===== src/rtl/mips_pc_sequencer_pkg.sv =====
// Shared types and default addresses for the MIPS PC sequencer.
// Holds the jump kind encoding and the reset/halt vectors.
package mips_pc_sequencer_pkg;

    typedef enum logic [1:0] {
        J_ABS = 2'd0,
        J_REG = 2'd1,
        J_REL = 2'd2
    } jump_kind_t;

    localparam logic [31:0] DEF_RESET_VECTOR = 32'hBFC0_0000;
    localparam logic [31:0] DEF_HALT_ADDR    = 32'h0000_0000;

endpackage


===== src/rtl/mips_pc_sequencer_if.sv =====
// Decode/regfile <-> PC sequencer bundle.
// master: decode side (drives jump info), slave: the sequencer.
interface mips_pc_sequencer_if #(
    parameter int ADDR_W = 32
);
    logic              clk_enable;
    logic              stall;
    logic              jump_valid;
    logic [1:0]        jump_kind;
    logic              jump_taken;
    logic [25:0]       imm26;
    logic [15:0]       imm16;
    logic [ADDR_W-1:0] reg_target;
    logic [ADDR_W-1:0] instr_address;
    logic [ADDR_W-1:0] link_address;
    logic              delay_pending;
    logic              active;
    logic              addr_error;

    modport master (
        output clk_enable, stall, jump_valid, jump_kind, jump_taken,
        output imm26, imm16, reg_target,
        input  instr_address, link_address, delay_pending,
        input  active, addr_error
    );

    modport slave (
        input  clk_enable, stall, jump_valid, jump_kind, jump_taken,
        input  imm26, imm16, reg_target,
        output instr_address, link_address, delay_pending,
        output active, addr_error
    );
endinterface


===== src/rtl/mips_pc_sequencer_target.sv =====
// Combinational jump target calculation from the current PC.
// In: pc, kind, imm26, imm16, reg_target. Out: target, misaligned.
module mips_jump_target_calc
    import mips_pc_sequencer_pkg::*;
#(
    parameter int ADDR_W = 32
) (
    input  logic [ADDR_W-1:0] pc,
    input  logic [1:0]        kind,
    input  logic [25:0]       imm26,
    input  logic [15:0]       imm16,
    input  logic [ADDR_W-1:0] reg_target,
    output logic [ADDR_W-1:0] target,
    output logic              misaligned
);
    logic [ADDR_W-1:0] pc4;
    logic [ADDR_W-1:0] abs_tgt;
    logic [ADDR_W-1:0] rel_off;

    always_comb begin
        pc4           = pc + ADDR_W'(4);
        // Keep the pc4 segment bits, replace the low 28 bits.
        abs_tgt       = pc4;
        abs_tgt[27:0] = {imm26, 2'b00};
        rel_off       = {{(ADDR_W-18){imm16[15]}}, imm16, 2'b00};
        target        = pc4;
        case (kind)
            J_ABS:   target = abs_tgt;
            J_REG:   target = reg_target;
            J_REL:   target = pc4 + rel_off;
            default: target = pc4;
        endcase
        misaligned = (kind == J_REG) && (reg_target[1:0] != 2'b00);
    end
endmodule


===== src/rtl/mips_pc_sequencer.sv =====
// Program-counter sequencer: J/JR/branch resolution, delay slot, halt.
// Ports: clk, reset (sync, active-high), bus (slave side of the PC bundle).
module mips_pc_sequencer
    import mips_pc_sequencer_pkg::*;
#(
    parameter int                ADDR_W       = 32,
    parameter logic [ADDR_W-1:0] RESET_VECTOR = ADDR_W'(DEF_RESET_VECTOR),
    parameter logic [ADDR_W-1:0] HALT_ADDR    = ADDR_W'(DEF_HALT_ADDR),
    parameter int                DELAY_SLOT   = 1
) (
    input  logic                clk,
    input  logic                reset,
    mips_pc_sequencer_if.slave  bus
);
    logic [ADDR_W-1:0] pc_q, pc_d;
    logic [ADDR_W-1:0] tgt_q, tgt_d;
    logic              pending_q, pending_d;
    logic              active_q, active_d;
    logic              err_q, err_d;

    logic [ADDR_W-1:0] pc4;
    logic [ADDR_W-1:0] target;
    logic              misaligned;
    logic              advance;
    logic              take;

    mips_jump_target_calc #(
        .ADDR_W(ADDR_W)
    ) u_calc (
        .pc         (pc_q),
        .kind       (bus.jump_kind),
        .imm26      (bus.imm26),
        .imm16      (bus.imm16),
        .reg_target (bus.reg_target),
        .target     (target),
        .misaligned (misaligned)
    );

    always_comb begin
        pc4       = pc_q + ADDR_W'(4);
        advance   = bus.clk_enable & ~bus.stall & active_q;
        // Encoding 3 is not a jump; J_ABS/J_REG are unconditional.
        take      = bus.jump_valid & (bus.jump_kind != 2'd3) &
                    (bus.jump_taken | (bus.jump_kind != J_REL));
        pc_d      = pc_q;
        tgt_d     = tgt_q;
        pending_d = pending_q;
        active_d  = active_q;
        err_d     = err_q;
        if (advance) begin
            if (DELAY_SLOT != 0 && pending_q) begin
                // Delay slot retires: any jump here is ignored.
                pc_d      = tgt_q;
                pending_d = 1'b0;
            end else if (take && misaligned) begin
                err_d    = 1'b1;
                active_d = 1'b0;
            end else if (take) begin
                if (DELAY_SLOT != 0) begin
                    pc_d      = pc4;
                    tgt_d     = target;
                    pending_d = 1'b1;
                end else begin
                    pc_d = target;
                end
            end else begin
                pc_d = pc4;
            end
            if (!(take && misaligned && !pending_q) && pc_d == HALT_ADDR)
                active_d = 1'b0;
        end
        if (DELAY_SLOT == 0)
            pending_d = 1'b0;
    end

    always_ff @(posedge clk) begin
        if (reset) begin
            pc_q      <= RESET_VECTOR;
            tgt_q     <= '0;
            pending_q <= 1'b0;
            active_q  <= 1'b1;
            err_q     <= 1'b0;
        end else begin
            pc_q      <= pc_d;
            tgt_q     <= tgt_d;
            pending_q <= pending_d;
            active_q  <= active_d;
            err_q     <= err_d;
        end
    end

    assign bus.instr_address = pc_q;
    assign bus.link_address  = pc_q + ADDR_W'(DELAY_SLOT != 0 ? 8 : 4);
    assign bus.delay_pending = pending_q;
    assign bus.active        = active_q;
    assign bus.addr_error    = err_q;
endmodule


===== src/flat_wrapper.sv =====
// flat-port wrapper written by rule: the top's interface ports become plain ports
module mips_pc_sequencer_flat import mips_pc_sequencer_pkg::*;
#(
    parameter int                ADDR_W       = 32,
    parameter logic [ADDR_W-1:0] RESET_VECTOR = ADDR_W'(DEF_RESET_VECTOR),
    parameter logic [ADDR_W-1:0] HALT_ADDR    = ADDR_W'(DEF_HALT_ADDR),
    parameter int                DELAY_SLOT   = 1
)
  (clk, reset, bus_clk_enable, bus_stall, bus_jump_valid, bus_jump_kind, bus_jump_taken, bus_imm26, bus_imm16, bus_reg_target, bus_instr_address, bus_link_address, bus_delay_pending, bus_active, bus_addr_error);
  mips_pc_sequencer_if #(.ADDR_W(ADDR_W)) bus_i ();
  input  logic clk;
  input  logic reset;
  input wire logic [$bits(bus_i.clk_enable)-1:0] bus_clk_enable;
  input wire logic [$bits(bus_i.stall)-1:0] bus_stall;
  input wire logic [$bits(bus_i.jump_valid)-1:0] bus_jump_valid;
  input wire logic [$bits(bus_i.jump_kind)-1:0] bus_jump_kind;
  input wire logic [$bits(bus_i.jump_taken)-1:0] bus_jump_taken;
  input wire logic [$bits(bus_i.imm26)-1:0] bus_imm26;
  input wire logic [$bits(bus_i.imm16)-1:0] bus_imm16;
  input wire logic [$bits(bus_i.reg_target)-1:0] bus_reg_target;
  output wire logic [$bits(bus_i.instr_address)-1:0] bus_instr_address;
  output wire logic [$bits(bus_i.link_address)-1:0] bus_link_address;
  output wire logic [$bits(bus_i.delay_pending)-1:0] bus_delay_pending;
  output wire logic [$bits(bus_i.active)-1:0] bus_active;
  output wire logic [$bits(bus_i.addr_error)-1:0] bus_addr_error;
  assign bus_i.clk_enable = bus_clk_enable;
  assign bus_i.stall = bus_stall;
  assign bus_i.jump_valid = bus_jump_valid;
  assign bus_i.jump_kind = bus_jump_kind;
  assign bus_i.jump_taken = bus_jump_taken;
  assign bus_i.imm26 = bus_imm26;
  assign bus_i.imm16 = bus_imm16;
  assign bus_i.reg_target = bus_reg_target;
  assign bus_instr_address = bus_i.instr_address;
  assign bus_link_address = bus_i.link_address;
  assign bus_delay_pending = bus_i.delay_pending;
  assign bus_active = bus_i.active;
  assign bus_addr_error = bus_i.addr_error;
  mips_pc_sequencer #(.ADDR_W(ADDR_W), .RESET_VECTOR(RESET_VECTOR), .HALT_ADDR(HALT_ADDR), .DELAY_SLOT(DELAY_SLOT)) u_core (.clk(clk), .reset(reset), .bus(bus_i));
endmodule

===== config.mk =====
export PLATFORM = sky130hd
export DESIGN_NAME = mips_pc_sequencer_flat
export DESIGN_NICKNAME = d
export VERILOG_FILES = /design/src/rtl/mips_pc_sequencer_pkg.sv /design/src/rtl/mips_pc_sequencer_if.sv /design/src/rtl/mips_pc_sequencer_target.sv /design/src/rtl/mips_pc_sequencer.sv /design/src/flat_wrapper.sv
export SDC_FILE = /design/constraint.sdc
export NUM_CORES = 1
export LEC_CHECK = 0
export CAP_MARGIN = 15
export CORE_MARGIN = 5
export CORE_UTILIZATION = 48
export DETAILED_ROUTE_END_ITERATION = 8
export GPL_TIMING_DRIVEN = 0
export PLACE_DENSITY_LB_ADDON = 0.3
export SLEW_MARGIN = 25
export SYNTH_ARGS = -nofsm -noshare
export SYNTH_HDL_FRONTEND = slang
export SYNTH_SLANG_ARGS = --single-unit

===== constraint.sdc =====
create_clock -name clk -period 3.62 [get_ports clk]
set_input_delay 0.543 -clock clk [delete_from_list [all_inputs] [get_ports clk]]
set_output_delay 0.543 -clock clk [all_outputs]
set_load 0.01 [all_outputs]

==> flow_summary.json, run 1 <==
{
  "status": "finished, violations left",
  "violations": "setup timing",
  "grt_max_degree": 17,
  "finalHoldViolCount": 0,
  "timing.rr.start": "u_core.bus.instr_address[3]$_SDFFE_PP0P_",
  "critPathSlowestCell": "o41a_1",
  "clk_share": 0.02996,
  "mostFrequentLayoutCell": "clkdlybuf4s50_1",
  "synth_seq_share": 0.1944,
  "synth_area_per_cell_sq_um": 7.346,
  "clkSinkCount": 67,
  "rsz0062_at_grt": "true",
  "top_cell_area_share": 0.1944,
  "fin_cells": 1333,
  "drive_gt1_frac": 0.2003,
  "crit_chain": "ha_2 > buf_6 > nand4_4 > buf_6 > nor2_4 > nand2_1 > xnor2_2 > ha_4 > nand4_1 > nor2_4 > a22oi_2 > a31oi_4 > o41a_1 > o41ai_2 > mux2i_1 > a311oi_1",
  "clock_insertion_delay_worst_skew_ps": 350,
  "worstMarginPinSlew_ps": 1023,
  "ys_area_sq_mm": 0.006898,
  "power.density_mw_per_mm2": 234.7,
  "pg_seq_mw": 0.777,
  "ff_type": "dfxtp_1",
  "cts_hold_buf": 0,
  "pwr.group.clock_mw": 0.920,
  "comb_area_sq_mm": 0.005777,
  "yosys_warnings": 0,
  "drv_cap": 0,
  "power_leader": "the clock network",
  "worstPathMaxFanout": 10,
  "fill_cells": 1101,
  "syn_nets": 1057,
  "initial_core_util": 0.4931,
  "wl_met1_mm": 11.43,
  "common_cells": "nand2_1, nor2_1, dfxtp_1, a21oi_1, o21ai_0",
  "syn_inst": 939,
  "setup_slack_ps": -217.9,
  "avgViaCountPerCell": 6.384,
  "numSynthFlops": 67,
  "dr_wl_met3_mm": 3.126,
  "power_frac_seq": 0.326,
  "setup_violations": 6,
  "synthAoiAreaFrac": 0.2338,
  "die_h_microns": 129.9,
  "drtPass1Iterations": 6,
  "fa_ha_area_frac": 0.06639,
  "topRoutingLayerUsed": "met4",
  "clockPowerShare": 0.386,
  "min_period_over_period": 1.060,
  "r2r_setup_slack_ps": -220,
  "synth_top_cell_by_area": "dfxtp_1",
  "fin_worst_skew_ps": 13.44,
  "first_iter_violations": 1127,
  "cp_data_required_time_ps": 3810,
  "nets": 1266,
  "flop-count": 67,
  "area_growth_pct": 47.14,
  "track_usage": 0.3340,
  "simple_gate_share": 0.2650,
  "hold_slack_ps": 457.3,
  "diodes": 0,
  "crit_start": "u_core.bus.instr_address[3]$_SDFFE_PP0P_"
}
Run 1, placed cells, one colour a class:
Scale: 3 px per micron.
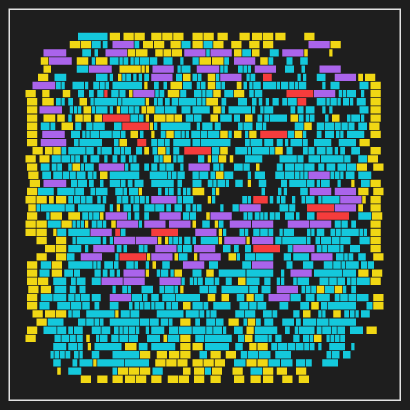
- remaining logic cells: cyan (cells 788)
- remaining buffers and delay cells: yellow (cells 282)
- clock drivers and dummy loads: red (cells 16)
- registers: purple (cells 67)
flop share of the area: 0.1342
core area: 0.01399 sq mm
fin util: 0.7256
Layout Cell Area excl Fill: 0.01015 sq mm
row cnt: 43

Run 1, routing congestion map:
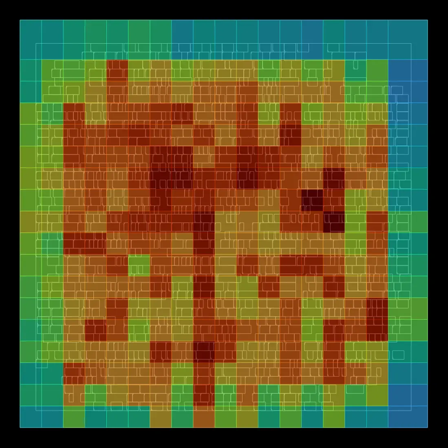
grt met3 use: 0.05976
met1 usage: 0.4482

Run 1, metal 1:
Scale: 4 px per micron.
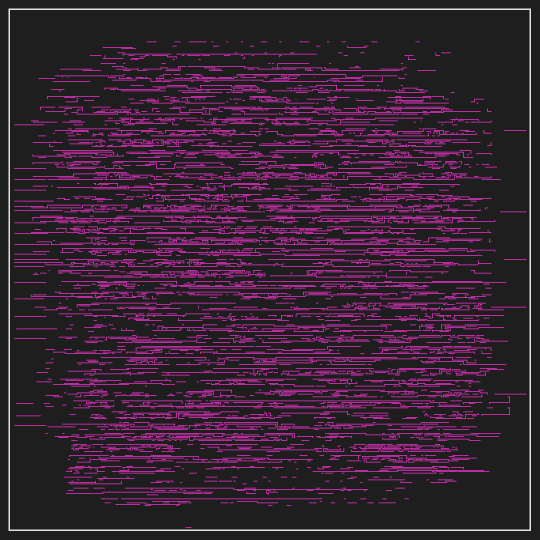
- main direction: horizontal
- share of all routed wire: 39%
via count: 8,510
drt total wl: 29.23 mm

Run 1, drive-strength map:
Scale: 3 px per micron.
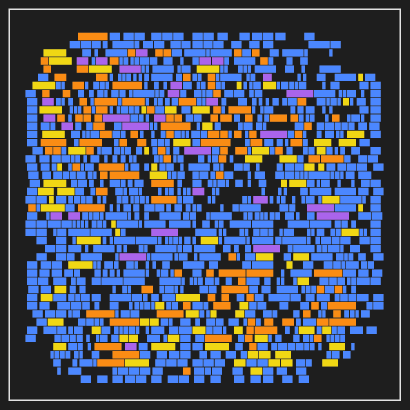

==> run 1 -> run 2 <==
Settings changed: ABC_AREA set to 0, HOLD_SLACK_MARGIN set to 0.06, MAX_ROUTING_LAYER set to met4.
Run 2, drive-strength map:
Scale: 3 px per micron.
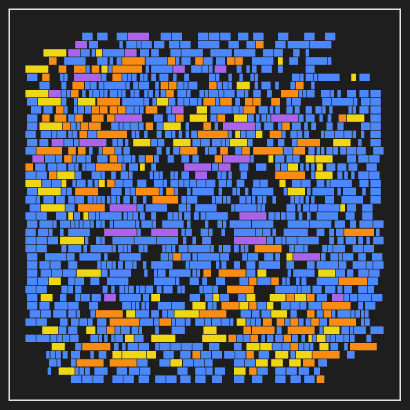
- x2: yellow (cells 84; share 7.3%)
- x1 and smaller: blue (cells 923; share 80%)
- x6 and larger: purple (cells 27; share 2.3%)
- x3 and x4: orange (cells 119; share 10%)

==> run 2 against run 1 <==
- critical endpoint unchanged
- clock power grew about 20%
- the run still ends with setup timing left
- cell area grew 0.43%
- critical path type unchanged
- maximum frequency grew 2.4%
==> flow_summary.json, run 2 <==
{
  "status": "finished, violations left",
  "violations": "setup timing",
  "std_cell_rows": 43,
  "fin_cells": 1333,
  "avgViaCountPerCell": 6.444,
  "yosys_warnings": 0,
  "power.density_mw_per_mm2": 252.2,
  "syn_nets": 1057,
  "dr_wl_met3_mm": 2.775,
  "clockPowerShare": 0.421,
  "clock_insertion_delay_worst_skew_ps": 350,
  "worstPathMaxFanout": 6,
  "first_iter_violations": 1130,
  "synth_top_cell_by_area": "dfxtp_1",
  "setup_slack_ps": -127.4,
  "nWellTaps": 180,
  "power_leader": "the clock network",
  "ys_area_sq_mm": 0.006898,
  "vias": 8590,
  "critPathSlowestCell": "o41a_1",
  "cp_data_required_time_ps": 3820,
  "fa_ha_area_frac": 0.06639,
  "rsz0062_at_grt": "true",
  "wirelength_mm": 29.75,
  "drtPass1Iterations": 5,
  "synthAoiAreaFrac": 0.2338,
  "ff_type": "dfxtp_1",
  "crit_start": "u_core.bus.instr_address[3]$_SDFFE_PP0P_",
  "top_cell_area_share": 0.1944,
  "synth_area_per_cell_sq_um": 7.346,
  "topRoutingLayerUsed": "met4",
  "flop-count": 67,
  "pg_seq_mw": 0.778,
  "fin_worst_skew_ps": 7.536,
  "finalInstanceArea_sq_mm": 0.01019,
  "die_h_microns": 129.9,
  "cts_hold_buf": 0,
  "min_period_over_period": 1.035,
  "grt_util_met1": 0.4485,
  "pwr.group.clock_mw": 1.08,
  "drv_cap": 0,
  "common_cells": "nand2_1, nor2_1, dfxtp_1, a21oi_1, o21ai_0",
  "syn_inst": 939,
  "crit_chain": "ha_2 > buf_6 > nand4_4 > buf_6 > nor2_1 > nand2_1 > xnor2_2 > ha_1 > nand4_1 > nor2_4 > a22oi_2 > a31oi_4 > o41a_1 > o41ai_4 > mux2i_1 > a311oi_1",
  "initial_core_util": 0.4931,
  "grtUsageMet3": 0.04830,
  "diodes": 0,
  "track_usage": 0.3446,
  "timing.rr.start": "u_core.bus.instr_address[3]$_SDFFE_PP0P_",
  "numSynthFlops": 67,
  "setup_violations": 6,
  "hold_slack_ps": 453.3,
  "area_growth_pct": 47.78,
  "fill_cells": 1086,
  "power_frac_seq": 0.303,
  "synth_seq_share": 0.1944,
  "worstMarginPinSlew_ps": 1227
}
Run 2, layout detail:
Region (20, 85) to (45, 110) microns. Cells in grey, sequential cells in the stronger grey; small squares are vias.
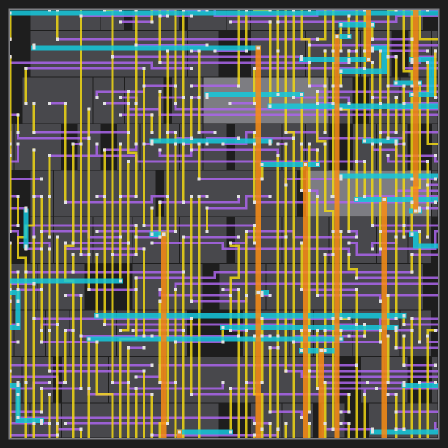
- M1: purple
- M3: cyan
- M2: yellow
- M4: orange
- sequential cells in the window: 2
- most frequent: nand2_1 (10), buf_4 (8)
- cells with their middle in the window: 67
- netlist names of flops here include: `u_core.bus.active` (1), `u_core.bus.instr_address` (1)

No activity file was given, so power comes from the tool's default toggle rates.
